### config.mk
export PLATFORM = sky130hd
export DESIGN_NAME = pe_bit_alu_arbiter
export DESIGN_NICKNAME = d
export VERILOG_FILES = /design/src/rtl/pe_bit_alu_arbiter.sv
export SDC_FILE = /design/constraint.sdc
export NUM_CORES = 1
export LEC_CHECK = 0
export ABC_AREA = 1
export CORE_MARGIN = 2
export CORE_UTILIZATION = 46
export DETAILED_ROUTE_END_ITERATION = 16
export PLACE_DENSITY = 0.92
export SETUP_SLACK_MARGIN = 0.15
export SLEW_MARGIN = 10
export SYNTH_ARGS = -nofsm -noshare
export SYNTH_HDL_FRONTEND = slang
export SYNTH_SLANG_ARGS = --single-unit
### constraint.sdc
create_clock -name CLK -period 5.7 [get_ports CLK]
set_input_delay 1.14 -clock CLK [delete_from_list [all_inputs] [get_ports CLK]]
set_output_delay 1.14 -clock CLK [all_outputs]
set_load 0.02 [all_outputs]
### src/rtl/pe_bit_alu_arbiter.sv
// Round-robin arbiter sharing one bit-wise ALU (OR/AND/XOR, zero/sign flags)
// among NREQ requesters, with a one-entry valid/ready result buffer.
module pe_bit_alu_arbiter #(
  parameter int NREQ  = 4,
  parameter int WIDTH = 16,
  parameter int IDW   = $clog2(NREQ)
) (
  input  logic                    CLK,
  input  logic                    ASYNCRESET,
  input  logic                    clk_en,
  input  logic [NREQ-1:0]         req_valid,
  output logic [NREQ-1:0]         req_ready,
  input  logic [2*NREQ-1:0]       req_op,
  input  logic [WIDTH*NREQ-1:0]   req_a,
  input  logic [WIDTH*NREQ-1:0]   req_b,
  output logic                    rsp_valid,
  input  logic                    rsp_ready,
  output logic [WIDTH-1:0]        rsp_data,
  output logic [IDW-1:0]          rsp_id,
  output logic                    rsp_z,
  output logic                    rsp_n,
  output logic [15:0]             done_cnt
);

  typedef enum logic {
    EMPTY = 1'b0,
    FULL  = 1'b1
  } buf_state_t;

  buf_state_t       state;
  logic [IDW-1:0]   ptr;
  logic             grant_found;
  logic [IDW-1:0]   grant_idx;
  logic             can_accept;
  logic             accept;
  logic             drain;
  logic [1:0]       sel_op;
  logic [WIDTH-1:0] sel_a;
  logic [WIDTH-1:0] sel_b;
  logic [WIDTH-1:0] alu_result;

  // First valid requester at or after ptr, wrapping NREQ-1 -> 0.
  always_comb begin : arbitrate
    logic [IDW:0]   sum;
    logic [IDW-1:0] idx;
    // NOTE: every variable gets a default before any conditional write so no latch is inferred.
    grant_found = 1'b0;
    grant_idx   = '0;
    sum         = '0;
    idx         = '0;
    for (int k = 0; k < NREQ; k++) begin
      sum = {1'b0, ptr} + (IDW+1)'(k);
      if (sum >= (IDW+1)'(NREQ)) sum = sum - (IDW+1)'(NREQ);
      idx = sum[IDW-1:0];
      if (!grant_found && req_valid[idx]) begin
        grant_found = 1'b1;
        grant_idx   = idx;
      end
    end
  end

  // Reset gating keeps req_ready low for the whole time reset is asserted.
  assign can_accept = clk_en & ~ASYNCRESET & ((state == EMPTY) | rsp_ready);
  assign accept     = can_accept & grant_found;
  assign drain      = clk_en & (state == FULL) & rsp_ready;

  always_comb begin
    req_ready = '0;
    if (accept) req_ready[grant_idx] = 1'b1;
  end

  always_comb begin
    sel_op = '0;
    sel_a  = '0;
    sel_b  = '0;
    for (int k = 0; k < NREQ; k++) begin
      if (IDW'(k) == grant_idx) begin
        sel_op = req_op[2*k +: 2];
        sel_a  = req_a[WIDTH*k +: WIDTH];
        sel_b  = req_b[WIDTH*k +: WIDTH];
      end
    end
  end

  always_comb begin
    case (sel_op)
      2'd0:    alu_result = sel_a | sel_b;
      2'd1:    alu_result = sel_a & sel_b;
      default: alu_result = sel_a ^ sel_b;
    endcase
  end

  always_ff @(posedge CLK or posedge ASYNCRESET) begin
    if (ASYNCRESET) begin
      state    <= EMPTY;
      ptr      <= '0;
      rsp_data <= '0;
      rsp_id   <= '0;
      rsp_z    <= 1'b0;
      rsp_n    <= 1'b0;
      done_cnt <= '0;
    end else begin
      // NOTE: non-blocking assignments so every register samples pre-edge values.
      if (drain && done_cnt != 16'hFFFF) done_cnt <= done_cnt + 16'd1;
      if (accept) begin
        state    <= FULL;
        ptr      <= (grant_idx == IDW'(NREQ-1)) ? '0 : grant_idx + 1'b1;
        rsp_data <= alu_result;
        rsp_id   <= grant_idx;
        rsp_z    <= (alu_result == '0);
        rsp_n    <= alu_result[WIDTH-1];
      end else if (drain) begin
        state <= EMPTY;
      end
    end
  end

  assign rsp_valid = (state == FULL);

endmodule

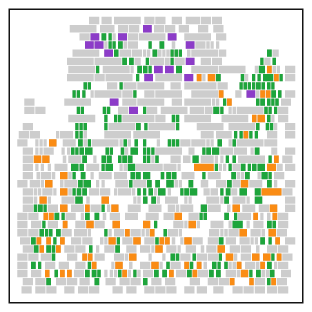
(run_1/gate_families.png)
(3 px per um)
| color | family | cells |
|---|---|---|
| green | NAND gates | 246 |
| orange | inverting AOI/OAI gates | 80 |
| purple | XOR/XNOR gates | 16 |

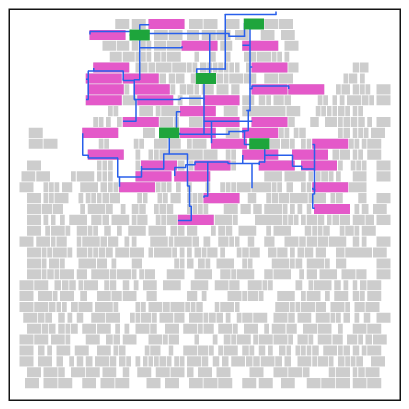
(run_1/clock_map.png)
(4 px per um)
[blue] clock wires | length: 449 um
[green] cells driving clock nets | count: 5
[magenta] flip-flops | count: 38
routed clock nets: 6

==> results.cfg, run 1 <==
; flow metrics
[timing]
skew_ns = 0.00869
worstMarginPinSlew_ns = 0.632
finalSetupTns_ns = 0

[die]
die_h_um = 97.4
initial_utilization_pct = 46.7
dieArea_mm2 = 0.00948
die_w_um = 97.4
pin_count = 185
core-area_mm2 = 0.00859

[worst_hold_path]
min_from = rsp_data[4]$_DFFE_PP0P_

[yosys]
yosys_warnings = 0
synth_nets = 790
adder_share_pct = 11.5
largest_area_cell = dfrtp_1
yosys-top-cells-count = 143 x nand2_1, 88 x nor2_1, 79 x nand3_1
synth-xor-area-share_pct = 3.50
synth_area_mm2 = 0.00401

[worst_setup_path]
path_buffers = 5
cp.arrival_ns = 4.00

[cts]
cts_resized = 0
clk_pin_slew_ns = 0.07
clkLatencyLatePin_ns = 0.29

[placement]
place_congestion = 0.969
portBuffers = 184

[detailed_routing]
routed_via_density = 5.38
wl_met3_um = 532

[grt]
busiest_layer = met2
met1_usage_pct = 30.7
use_met2_pct = 50.7

[cells_and_area]
logic_area_mm2 = 0.00265
drive_above_1_share_pct = 5.19
syn2layout_area_growth_pct = 49.2
final_cells = 878

[status]
status = complete, no violations
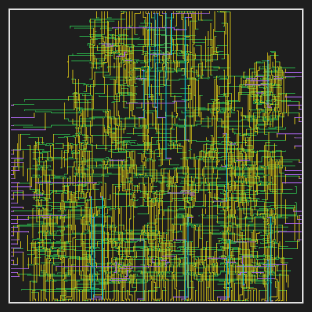
(run_1/metal_stack.png)
(3 px per um)
| color | layer | wire length |
|---|---|---|
| cyan | met4 | 490 um |
| yellow | met2 | 6980 um |
| green | met1 | 5220 um |
| purple | met3 | 532 um |

## run 1: flip-flops by register name (all words and copies together), names as in the netlist
name	flops
ptr	2
rsp_valid	1
rsp_data	16
rsp_id	2
done_cnt	16
rsp_z	1
## run 1: worst paths after layout
path	to	cells past startpoint
min reg2reg	rsp_data[4]$_DFFE_PP0P_	2
max	req_ready[1]	15
min in group asynchronous	done_cnt[9]$_DFFE_PP0P_	3
max reg2reg	rsp_z$_DFFE_PP0P_	23
max in group asynchronous	done_cnt[11]$_DFFE_PP0P_	3
min	rsp_data[4]$_DFFE_PP0P_	2
## run 1: final cells by class
class                      instances  area share (%)
sequential                        38            15.9
tap                              108            2.26
multi-input combinational        479            44.3
clock buffer                       6            1.38
inverter                          55            3.58
clock inverter                     2            1.00
timing repair buffer             190            31.6
==> run_1/final_clocks.png <==
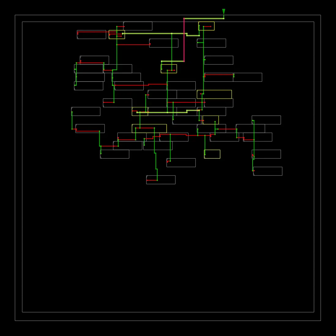

==> run 2: changes to the inputs <==
--- a/config.mk
+++ b/config.mk
@@ -5,9 +5,8 @@
 export SDC_FILE = /design/constraint.sdc
 export NUM_CORES = 1
 export LEC_CHECK = 0
-export ABC_AREA = 1
 export CORE_MARGIN = 2
-export CORE_UTILIZATION = 46
+export CORE_UTILIZATION = 45
 export DETAILED_ROUTE_END_ITERATION = 16
 export PLACE_DENSITY = 0.92
 export SETUP_SLACK_MARGIN = 0.15
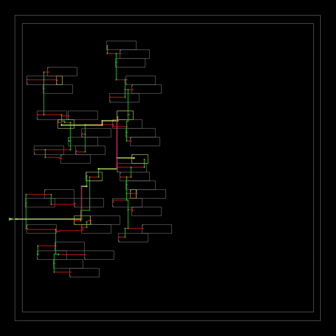
(run_2/final_clocks.png)
worst clock skew: 0.00613 ns
flip-flops: 38
clock sinks: 38
TritonCTS Buffers: 5

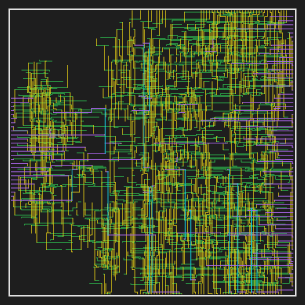
(run_2/metal_stack.png)
(3 px per um)
| color | layer | wire length |
|---|---|---|
| green | met1 | 5050 um |
| purple | met3 | 1020 um |
| yellow | met2 | 5840 um |
| cyan | met4 | 357 um |

==> run 2 against run 1 <==
Utilization up 1.1 points. Area after synthesis decreased by 7.0%. Sequential share of layout area up 0.64 points. Non-clock buffer count is 4 higher. Setup slack got worse by 0.028 ns. Critical path type is now in2reg. Largest cell class unchanged. Highest routed layer unchanged.
==> results.cfg, run 2 <==
; flow metrics
[status]
status = complete, no violations

[cells_and_area]
buffers = 194
num-clock-buffers = 5
drive_above_1_share_pct = 4.19
clk_share_pct = 1.37
comb_area_share_pct = 43.6
seq_area_share_pct = 16.5
syn2layout_area_growth_pct = 54.1
reg.largest.list = done_cnt (16), rsp_data (16)
inv_count = 37
comb_cells = 392

[cts]
clkLatencyLatePin_ns = 0.28
cts_resized = 0

[grt]
met1_usage_pct = 31.2
use_met2_pct = 46.4
busiest_layer = met2

[yosys]
synth-xor-area-share_pct = 3.52
adder_share_pct = 12.4
synth_area_mm2 = 0.00373
largest_area_cell = dfrtp_1
synth_nets = 684

[detailed_routing]
wl_met3_mm = 1.02
routed_via_density = 5.35

[die]
die_w_um = 95.0
core-area_mm2 = 0.00813
initial_utilization_pct = 45.9
pin_count = 185
dieArea_mm2 = 0.00903

[worst_setup_path]
r2r_cells = 21
path_buffers = 5
cp.arrival_ns = 5.34

[worst_hold_path]
whs_endpoint = done_cnt[5]$_DFFE_PP0P_
min_path_cells = 1
min_from = done_cnt[5]$_DFFE_PP0P_

[placement]
portBuffers = 184
place_congestion = 0.855

[timing]
worstMarginPinSlew_ns = 0.814
==> run 2: cell count changes after synthesis, moves of 7 or more <==
cell	previous run	this run
nand3b_1	15	2
nand3_1	79	7
a211oi_1	1	8
mux2i_1	0	16
a21o_1	0	32
nand2_1	143	26
buf_1	1	9
a21oi_1	34	83
o21ai_1	7	0
nor2_1	88	108
inv_1	47	37
a22oi_1	31	18
==> run 2: through the flow <==
stage / util [%] / instance area, um2 / cells / hold slack [ns]
6_report: 70.7 / 5750 / 773 / 0.505
5_1_grt: 70.7 / 5750 / 773 / 0.509
4_1_cts: 70.6 / 5750 / 773 / 0.499
3_5_place_dp: 69.7 / 5670 / 766 / 0.489
3_3_place_gp: 69.7 / 5670 / 766 / 0.476
2_1_floorplan: - / 3730 / 503 / 0.528
==> run 3: changes to the inputs <==
--- a/config.mk
+++ b/config.mk
@@ -7,6 +7,7 @@
 export LEC_CHECK = 0
 export CORE_MARGIN = 2
 export CORE_UTILIZATION = 45
+export CTS_BUF_LIST = sky130_fd_sc_hd__clkbuf_4 sky130_fd_sc_hd__clkbuf_8 sky130_fd_sc_hd__clkbuf_16
 export DETAILED_ROUTE_END_ITERATION = 16
 export PLACE_DENSITY = 0.92
 export SETUP_SLACK_MARGIN = 0.15
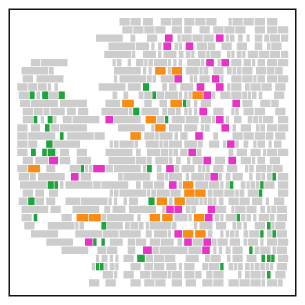
(run_3/gate_families.png)
(3 px per um)
| color | family | cells |
|---|---|---|
| orange | multiplexers | 21 |
| magenta | AND-OR and OR-AND gates | 37 |
| green | NAND gates | 43 |

==> run 3 against run 2 <==
Fmax unchanged. Register-to-register slack hardly changed. Synthesized cell count unchanged. Wire length unchanged. Largest cell class unchanged. Clock skew did not move. Utilization did not move. Die size stayed put. Via count is the same.
==> results.cfg, run 3 <==
; flow metrics
[status]
status = complete, no violations

[yosys]
synth_nets = 684
largest_area_cell = dfrtp_1

[cells_and_area]
utilization_pct = 70.7
syn2layout_area_growth_pct = 54.1
final_cells = 773
drive_above_1_share_pct = 4.19
fin_area_mm2 = 0.00575
reg.largest.list = done_cnt (16), rsp_data (16)

[grt]
busiest_layer = met2
use_met2_pct = 46.4
met1_usage_pct = 31.2

[placement]
place_congestion = 0.855
portBuffers = 184
postPlaceCellArea_mm2 = 0.00567
dp.cells = 766

[die]
core-area_mm2 = 0.00813
pin_count = 185
die_w_um = 95.0
initial_utilization_pct = 45.9
dieArea_mm2 = 0.00903

[worst_setup_path]
r2r_cells = 21
crit_end = rsp_z$_DFFE_PP0P_
path_buffers = 5
cp.arrival_ns = 5.34

[cts]
clkLatencyLatePin_ns = 0.28
cts_made_buffers = 5
cts_resized = 0
clock-sinks = 38

[worst_hold_path]
whs_endpoint = done_cnt[5]$_DFFE_PP0P_
min_path_cells = 1

[detailed_routing]
drtIter0Drc = 120
wl_met3_mm = 1.02

[timing]
holdWs_ns = 0.505
worstMarginPinSlew_ns = 0.814
skew_ns = 0.00613
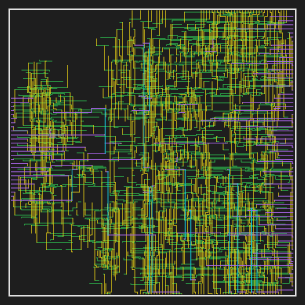
(run_3/metal_stack.png)
(3 px per um)
| color | layer | wire length |
|---|---|---|
| purple | met3 | 1020 um |
| cyan | met4 | 357 um |
| green | met1 | 5050 um |
| yellow | met2 | 5840 um |

-- run 3: cell counts in the layout (fill, tap and decap cells not counted) --
No cell type changed its count.
-- run 3: final cells by class --
cell class,count,share of cell area (%)
Timing Repair Buffer,194,33.8
Tap cell,105,2.29
Clock inverter,2,0.174
Sequential cell,38,16.5
Clock buffer,5,1.20
Multi-Input combinational cell,392,43.6
Inverter,37,2.42
-- run 3: cell families after synthesis --
logic type	share of synthesized area, %
xor gates and xnor gates	3.52
buffers and inverters	7.82
adders and majority gates	12.4
and+or+nand+nor	18.7
AOI/OAI and AO/OA	26.3
DFF	25.5
muxes	5.80

==> screenshots <==
Met3 routing.
(4 px per um)
shot_01.png
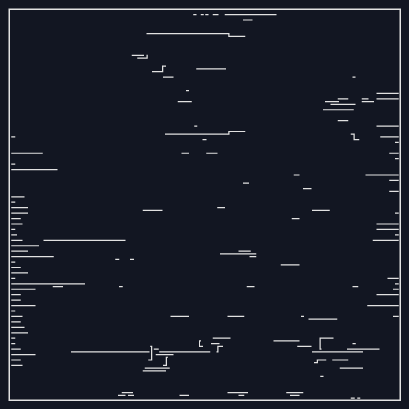
shot_02.png
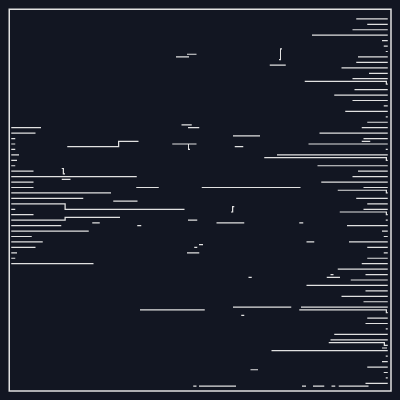
shot_01.png: run 1
shot_02.png: run 2

Key to shot_01.png:
main direction: horizontal
longest straight run: 20.5 um
wire length on this layer: 532 um
share of all routed wire: 4.0%

